--- config.mk ---
export PLATFORM = sky130hd
export DESIGN_NAME = reset_seq
export DESIGN_NICKNAME = d
export VERILOG_FILES = /design/src/rtl/reset_seq.sv
export SDC_FILE = /design/constraint.sdc
export NUM_CORES = 1
export LEC_CHECK = 0
export CAP_MARGIN = 20
export CELL_PAD_IN_SITES_DETAIL_PLACEMENT = 2
export CELL_PAD_IN_SITES_GLOBAL_PLACEMENT = 2
export CORE_MARGIN = 4
export CORE_UTILIZATION = 36
export DETAILED_ROUTE_END_ITERATION = 6
export MAX_ROUTING_LAYER = met4
export PLACE_DENSITY_LB_ADDON = 0.1
export SKIP_CTS_REPAIR_TIMING = 1
export SLEW_MARGIN = 20
export SYNTH_ARGS = -nofsm -noshare
export SYNTH_HDL_FRONTEND = slang
export SYNTH_SLANG_ARGS = --single-unit
export TNS_END_PERCENT = 20
--- constraint.sdc ---
create_clock -name clk -period 3.3 [get_ports clk]
set_clock_uncertainty 0.2 [all_clocks]
set_input_delay 0.66 -clock clk [delete_from_list [all_inputs] [get_ports clk]]
set_output_delay 0.66 -clock clk [all_outputs]
set_load 0.02 [all_outputs]
--- src/rtl/reset_seq.sv ---
// Reset sequencer: filtered external, software and master resets,
// stretched, then domain resets released in order with fixed gaps.
module reset_seq #(
  parameter int NUM_OUT        = 4,
  parameter int SYNC_STAGES    = 2,
  parameter int FILTER_CYCLES  = 4,
  parameter int STRETCH_CYCLES = 16,
  parameter int GAP_CYCLES     = 4
) (
  input  logic               clk,
  input  logic               rst_i,
  input  logic               ext_rst_n_i,
  input  logic               sw_rst_i,
  output logic [NUM_OUT-1:0] rst_n_o,
  output logic               ready_o,
  output logic [1:0]         cause_o
);

  localparam int CMAX = (STRETCH_CYCLES > GAP_CYCLES) ?
                        STRETCH_CYCLES : GAP_CYCLES;
  localparam int CW   = $clog2(CMAX + 1);
  localparam int FW   = $clog2(FILTER_CYCLES + 1);

  localparam logic [CW-1:0] STRETCH_LAST = CW'(STRETCH_CYCLES - 1);
  localparam logic [CW-1:0] GAP_LAST     = CW'(GAP_CYCLES - 1);
  localparam logic [FW-1:0] FILT_MAX     = FW'(FILTER_CYCLES);

  localparam logic [1:0] CAUSE_MST = 2'b00;
  localparam logic [1:0] CAUSE_EXT = 2'b01;
  localparam logic [1:0] CAUSE_SW  = 2'b10;

  typedef enum logic [1:0] {
    HOLD    = 2'd0,
    RELEASE = 2'd1,
    RUN     = 2'd2
  } state_e;

  state_e                 state_q;
  logic [SYNC_STAGES-1:0] sync_q;
  logic [FW-1:0]          filt_q;
  logic [CW-1:0]          cnt_q;
  logic [CW-1:0]          cnt_d;
  logic [NUM_OUT-1:0]     rst_n_q;
  logic [NUM_OUT-1:0]     rel_d;
  logic                   ready_q;
  logic [1:0]             cause_q;
  logic                   ext_req;
  logic                   req;

  assign ext_req = (filt_q == FILT_MAX);
  assign req     = ext_req | sw_rst_i;
  assign cnt_d   = cnt_q + 1'b1;
  // Shifting a one in from bit 0 keeps the release strictly ordered.
  assign rel_d   = (rst_n_q << 1) | NUM_OUT'(1);

  always_ff @(posedge clk) begin
    if (rst_i) begin
      sync_q  <= '1;
      filt_q  <= '0;
      state_q <= HOLD;
      cnt_q   <= '0;
      rst_n_q <= '0;
      ready_q <= 1'b0;
      cause_q <= CAUSE_MST;
    end else begin
      sync_q <= {sync_q[SYNC_STAGES-2:0], ext_rst_n_i};

      if (sync_q[SYNC_STAGES-1]) begin
        filt_q <= '0;
      end else if (filt_q != FILT_MAX) begin
        filt_q <= filt_q + 1'b1;
      end

      if (req) begin
        cause_q <= ext_req ? CAUSE_EXT : CAUSE_SW;
        rst_n_q <= '0;
        ready_q <= 1'b0;
        cnt_q   <= '0;
        state_q <= HOLD;
      end else begin
        unique case (state_q)
          HOLD: begin
            if (cnt_q == STRETCH_LAST) begin
              cnt_q   <= '0;
              rst_n_q <= NUM_OUT'(1);
              if (NUM_OUT == 1) begin
                ready_q <= 1'b1;
                state_q <= RUN;
              end else begin
                state_q <= RELEASE;
              end
            end else begin
              cnt_q <= cnt_d;
            end
          end
          RELEASE: begin
            if (cnt_q == GAP_LAST) begin
              cnt_q   <= '0;
              rst_n_q <= rel_d;
              if (&rel_d) begin
                ready_q <= 1'b1;
                state_q <= RUN;
              end
            end else begin
              cnt_q <= cnt_d;
            end
          end
          RUN: begin
            rst_n_q <= '1;
            ready_q <= 1'b1;
          end
          default: begin
            rst_n_q <= '0;
            ready_q <= 1'b0;
            cnt_q   <= '0;
            state_q <= HOLD;
          end
        endcase
      end
    end
  end

  assign rst_n_o = rst_n_q;
  assign ready_o = ready_q;
  assign cause_o = cause_q;

endmodule

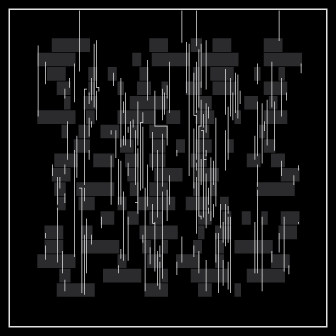
(images/layer_met2.png)
Cells faint in the background.
nets with wire on the layer: 111
main direction: vertical
total wirelength of the detailed-routed design: 2.21 mm
total via count after detailed routing: 763
global routing usage on met2: 23.1%

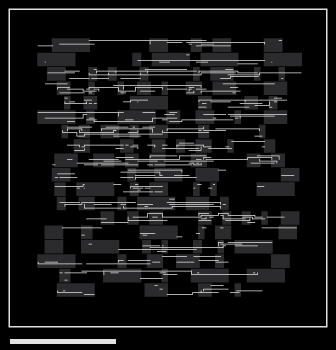
(images/layer_met1.png)
Bar = 20 um. Cells faint in the background.
wire length on this layer: 1100 um
main direction: horizontal
GR Layer Usage met1: 18.8%

==> impl_metrics.xml <==
<?xml version="1.0" encoding="UTF-8"?>
<metrics>
  <group name="status">
    <metric name="status" unit="">finished, final reports clean</metric>
  </group>
  <group name="floorplan">
    <metric name="initCoreUtil" unit="%">38.1</metric>
    <metric name="core_region_area" unit="um2">2520</metric>
    <metric name="floorplan.die.height" unit="um">59.7</metric>
    <metric name="num_rows" unit="">18</metric>
    <metric name="num_io_pins" unit="">11</metric>
    <metric name="die_w" unit="um">59.7</metric>
    <metric name="design.die.area" unit="um2">3560</metric>
  </group>
  <group name="synth">
    <metric name="synth_cell_type_count" unit="">35</metric>
    <metric name="ys_chip_area" unit="um2">961</metric>
    <metric name="post_synth_tally_of_flip_flops_with_integrated_enable" unit="">0</metric>
    <metric name="avgSynthCellArea" unit="um2">9.33</metric>
    <metric name="netlist_instances" unit="">103</metric>
    <metric name="synth_flops" unit="">19</metric>
    <metric name="mappedNetlistArea" unit="um2">961</metric>
    <metric name="synth-seq-area-share" unit="%">39.6</metric>
    <metric name="mappedNetlistNets" unit="">116</metric>
    <metric name="yosysWarnings" unit="">0</metric>
    <metric name="dominantRegCellSynth" unit="">sky130_fd_sc_hd__dfxtp_1</metric>
    <metric name="ys_cells" unit="">103</metric>
    <metric name="async_reset_ff_share" unit="%">0</metric>
  </group>
  <group name="setup_path">
    <metric name="setup.worst_path.class" unit="">reg2reg</metric>
    <metric name="worst_path_max_delay_cell" unit="">sky130_fd_sc_hd__or4b_2</metric>
    <metric name="worst_r2r_endpoint" unit="">cnt_q[2]</metric>
    <metric name="setup.worst_path.end_class" unit="">register</metric>
    <metric name="timing.critical_path.from_type" unit="">register</metric>
    <metric name="timing.critical_path.cells" unit="">ha_1 &gt; nand3_1 &gt; inv_1 &gt; ha_1 &gt; inv_1 &gt; a2bb2oi_1 &gt; buf_4 &gt; or4b_2 &gt; a21oi_1</metric>
    <metric name="worst_ep_required_time" unit="ns">3.33</metric>
    <metric name="critPathMaxFanout" unit="">12</metric>
    <metric name="critical_path_arrival" unit="ns">2.36</metric>
    <metric name="reg2reg_setup_slack" unit="ns">0.96</metric>
    <metric name="critical_path.top_delay_family" unit="">simple AND/OR/NAND/NOR gates</metric>
    <metric name="r2r_start" unit="">cnt_q[0]</metric>
    <metric name="cp_slowest_stage_delay" unit="ns">0.61</metric>
    <metric name="path_buffers" unit="">3</metric>
    <metric name="timing.reg2reg.worst_path_depth" unit="">9</metric>
  </group>
  <group name="layout">
    <metric name="drive_gt1_share" unit="%">12.3</metric>
    <metric name="number_of_antenna_cells_inserted" unit="">0</metric>
    <metric name="nNetsFinal" unit="">128</metric>
    <metric name="fill_cells" unit="">286</metric>
    <metric name="layout-area-overhead-vs-synth" unit="%">15.1</metric>
    <metric name="final_layout_top_logic_cell" unit="">sky130_fd_sc_hd__dfxtp_1</metric>
    <metric name="lay_top_cells" unit="">sky130_fd_sc_hd__dfxtp_1, sky130_fd_sc_hd__clkdlybuf4s50_1, sky130_fd_sc_hd__inv_1, sky130_fd_sc_hd__ha_1, sky130_fd_sc_hd__nor2_1</metric>
  </group>
  <group name="power">
    <metric name="power.share.sequential" unit="%">63.1</metric>
    <metric name="power_density" unit="nW/um2">337</metric>
    <metric name="combPwrFrac" unit="%">5.3</metric>
    <metric name="ir_worst_vdd" unit="mV">0.180</metric>
    <metric name="leakagePower" unit="uW">0.000398</metric>
    <metric name="netSwitchingPower" unit="uW">84.8</metric>
    <metric name="clock_share_of_power" unit="%">31.6</metric>
    <metric name="cellInternalPower" unit="uW">288</metric>
    <metric name="design_power_total" unit="uW">373</metric>
    <metric name="power_clock" unit="uW">118</metric>
    <metric name="swShare" unit="%">22.7</metric>
    <metric name="comb-power" unit="uW">19.9</metric>
    <metric name="power-top-group" unit="">registers</metric>
  </group>
  <group name="clock_tree">
    <metric name="numCtsBuffers" unit="">3</metric>
    <metric name="root_buffer" unit="">sky130_fd_sc_hd__clkbuf_4</metric>
    <metric name="cts_tree" unit="">yes</metric>
    <metric name="cts.sinks" unit="">19</metric>
    <metric name="clk_pin_slew_worst_paths" unit="ns">0.12</metric>
    <metric name="insertion_delay" unit="ns">0.30</metric>
    <metric name="htree_num_levels" unit="">1</metric>
    <metric name="max-clock-path-buffers" unit="">2</metric>
  </group>
  <group name="grt">
    <metric name="grt.overflow.total" unit="">0</metric>
    <metric name="gr-usage-all-layers" unit="%">14.9</metric>
    <metric name="grt_first_pass_wirelength" unit="mm">3.80</metric>
    <metric name="number_of_global_route_vias_before_repair" unit="">812</metric>
    <metric name="antenna_found_initial" unit="">0</metric>
    <metric name="maximum_number_of_pins_on_one_net_before_global_route_repair" unit="">15</metric>
  </group>
  <group name="detailed_routing">
    <metric name="drt-wirelength-per-cell" unit="um">15.4</metric>
    <metric name="length_of_the_first_detailed_routing_pass_in_iterations" unit="">4</metric>
    <metric name="detail-route-antenna-nets" unit="">0</metric>
    <metric name="post_drt_via_cell_ratio" unit="">5.30</metric>
    <metric name="route.detailed.drc" unit="">0</metric>
    <metric name="first_iter_violations" unit="">11</metric>
  </group>
  <group name="flow_run">
    <metric name="stage_log_warnings" unit="">31</metric>
    <metric name="cap_violations" unit="">0</metric>
  </group>
  <group name="sta">
    <metric name="period_needed" unit="ns">2.34</metric>
    <metric name="finalSetupViolations" unit="">0</metric>
    <metric name="finalHoldViolCount" unit="">0</metric>
    <metric name="clock.fmax" unit="GHz">0.428</metric>
    <metric name="worstMarginPinSlew" unit="ns">0.635</metric>
    <metric name="timing.slew.headroom" unit="%">57.3</metric>
    <metric name="fin_setup_tns" unit="ns">0</metric>
    <metric name="period_used_share" unit="%">70.8</metric>
    <metric name="slew_violations" unit="">0</metric>
  </group>
  <group name="min_path">
    <metric name="min_path_type" unit="">reg2reg</metric>
    <metric name="worstHoldStart" unit="">sync_q[0]</metric>
    <metric name="min_path_cells" unit="">1</metric>
  </group>
  <group name="placed_design">
    <metric name="portBuffers" unit="">10</metric>
    <metric name="detailedPlacementHpwl" unit="mm">1.80</metric>
    <metric name="gp_congestion" unit="">0.710</metric>
  </group>
</metrics>
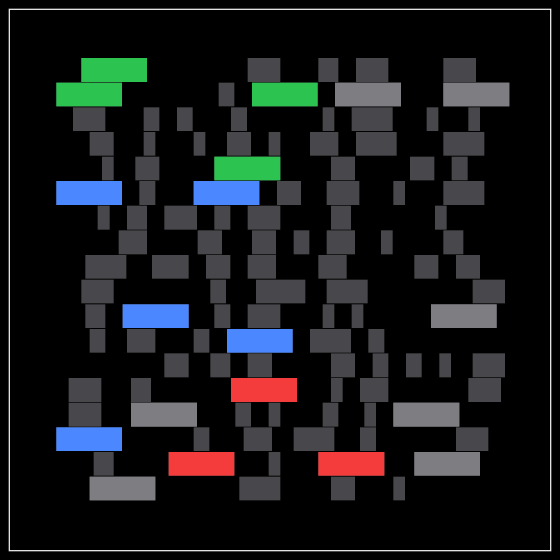
(images/flops_by_reg.png)
Other sequential cells in the stronger gray, the rest of the logic in the fainter gray.
| color | netlist name | sequential cells |
|---|---|---|
| red | `filt_q` | 3 |
| green | `rst_n_o` | 4 |
| blue | `cnt_q` | 5 |
not colored: 7
Seq area share: 34.4%
utilization after layout: 43.8%
P_seq: 235 uW
register area: 380 um2

## worst register-to-register path: stages (launching register included)
cell and delay, ns:
sky130_fd_sc_hd__dfxtp_1 0.34, sky130_fd_sc_hd__ha_1 0.25, sky130_fd_sc_hd__nand3_1 0.13, sky130_fd_sc_hd__inv_1 0.06, sky130_fd_sc_hd__ha_1 0.19, sky130_fd_sc_hd__inv_1 0.07
sky130_fd_sc_hd__a2bb2oi_1 0.07, sky130_fd_sc_hd__buf_4 0.18, sky130_fd_sc_hd__or4b_2 0.62, sky130_fd_sc_hd__a21oi_1 0.15
## Yosys cell counts, drive strengths merged (2+ instances only)
| cell type | count | share of area [%] |
|---|---|---|
| dfxtp | 19 | 40 |
| ha | 9 | 12 |
| inv | 9 | 3.5 |
| nor2 | 8 | 3.1 |
| a21oi | 7 | 3.6 |
| nor3 | 7 | 3.6 |
| a211oi | 4 | 3.1 |
| buf | 3 | 2.9 |
| o21ai | 3 | 2.0 |
| o31ai | 3 | 2.3 |
| or3 | 3 | 2.0 |
| clkbuf | 2 | 0.78 |
| mux2i | 2 | 2.1 |
| nand2 | 2 | 0.78 |
| nand3 | 2 | 1.0 |
| nor2b | 2 | 1.3 |
| or2 | 2 | 1.3 |
## how the worst max path moves through the flow
stage | start | endpoint | slack [ns] | depth (start not counted)
global route | cnt_q[0] | cnt_q[2] | 0.86 | 9
finish | cnt_q[0] | cnt_q[2] | 0.96 | 9
global placement | sw_rst_i | cnt_q[3] | 0.74 | 4
detailed placement | sw_rst_i | cnt_q[3] | 0.71 | 4
floorplan | rst_i | cnt_q[3] | 1.17 | 5
CTS | cnt_q[1] | cnt_q[2] | 0.95 | 9
## flip-flops by register name, indices dropped and copies added (netlist names)
signal / count
ready_o: 1
filt_q: 3
cnt_q: 5
cause_o: 2
state_q: 2
rst_n_o: 4
sync_q: 2
## through the flow
step | instances | worst slack (ns) | util, % | instance area [um2] | hold slack, ns
after detailed placement | 140 | 0.711 | 42.8 | 1080 | 0.212
final | 144 | 0.964 | 43.8 | 1110 | 0.242
after CTS | 144 | 0.952 | 43.8 | 1110 | 0.245
after floorplan | 103 | 1.17 | - | 961 | 0.189
after global placement | 140 | 0.738 | 42.8 | 1080 | 0.194
after global routing | 144 | 0.856 | 43.8 | 1110 | 0.271
## metal layers
layer | wire (um) | GRT usage [%] | vias up
li1 | - | - | 390
met1 | 1100 | 18.8 | 364
met2 | 1030 | 23.1 | 7
met3 | 64 | 2.59 | 2
met4 | 16 | 6.65 | 0
met5 | 0 | - | -
## area by class of cell
class / count / area, um2 / area share (%)
clock buffers: 3 / 22.5 / 2.04
clock inverters: 1 / 5.00 / 0.452
inverters: 9 / 33.8 / 3.05
multi-input cells: 70 / 512 / 46.3
flip-flops and latches: 19 / 380 / 34.4
well taps: 30 / 37.5 / 3.39
repair buffers: 12 / 115 / 10.4
## cells by family after synthesis
family	synth area share, %
xor gates and xnor gates	0.912
AOI/OAI and AO/OA	18.4
and+or+nand+nor	20.2
muxes	2.08
DFF	39.6
buffers and inverters	7.16
adders and majority gates	11.7
Power figures rest on the tool's default switching activity, not on a simulated workload.
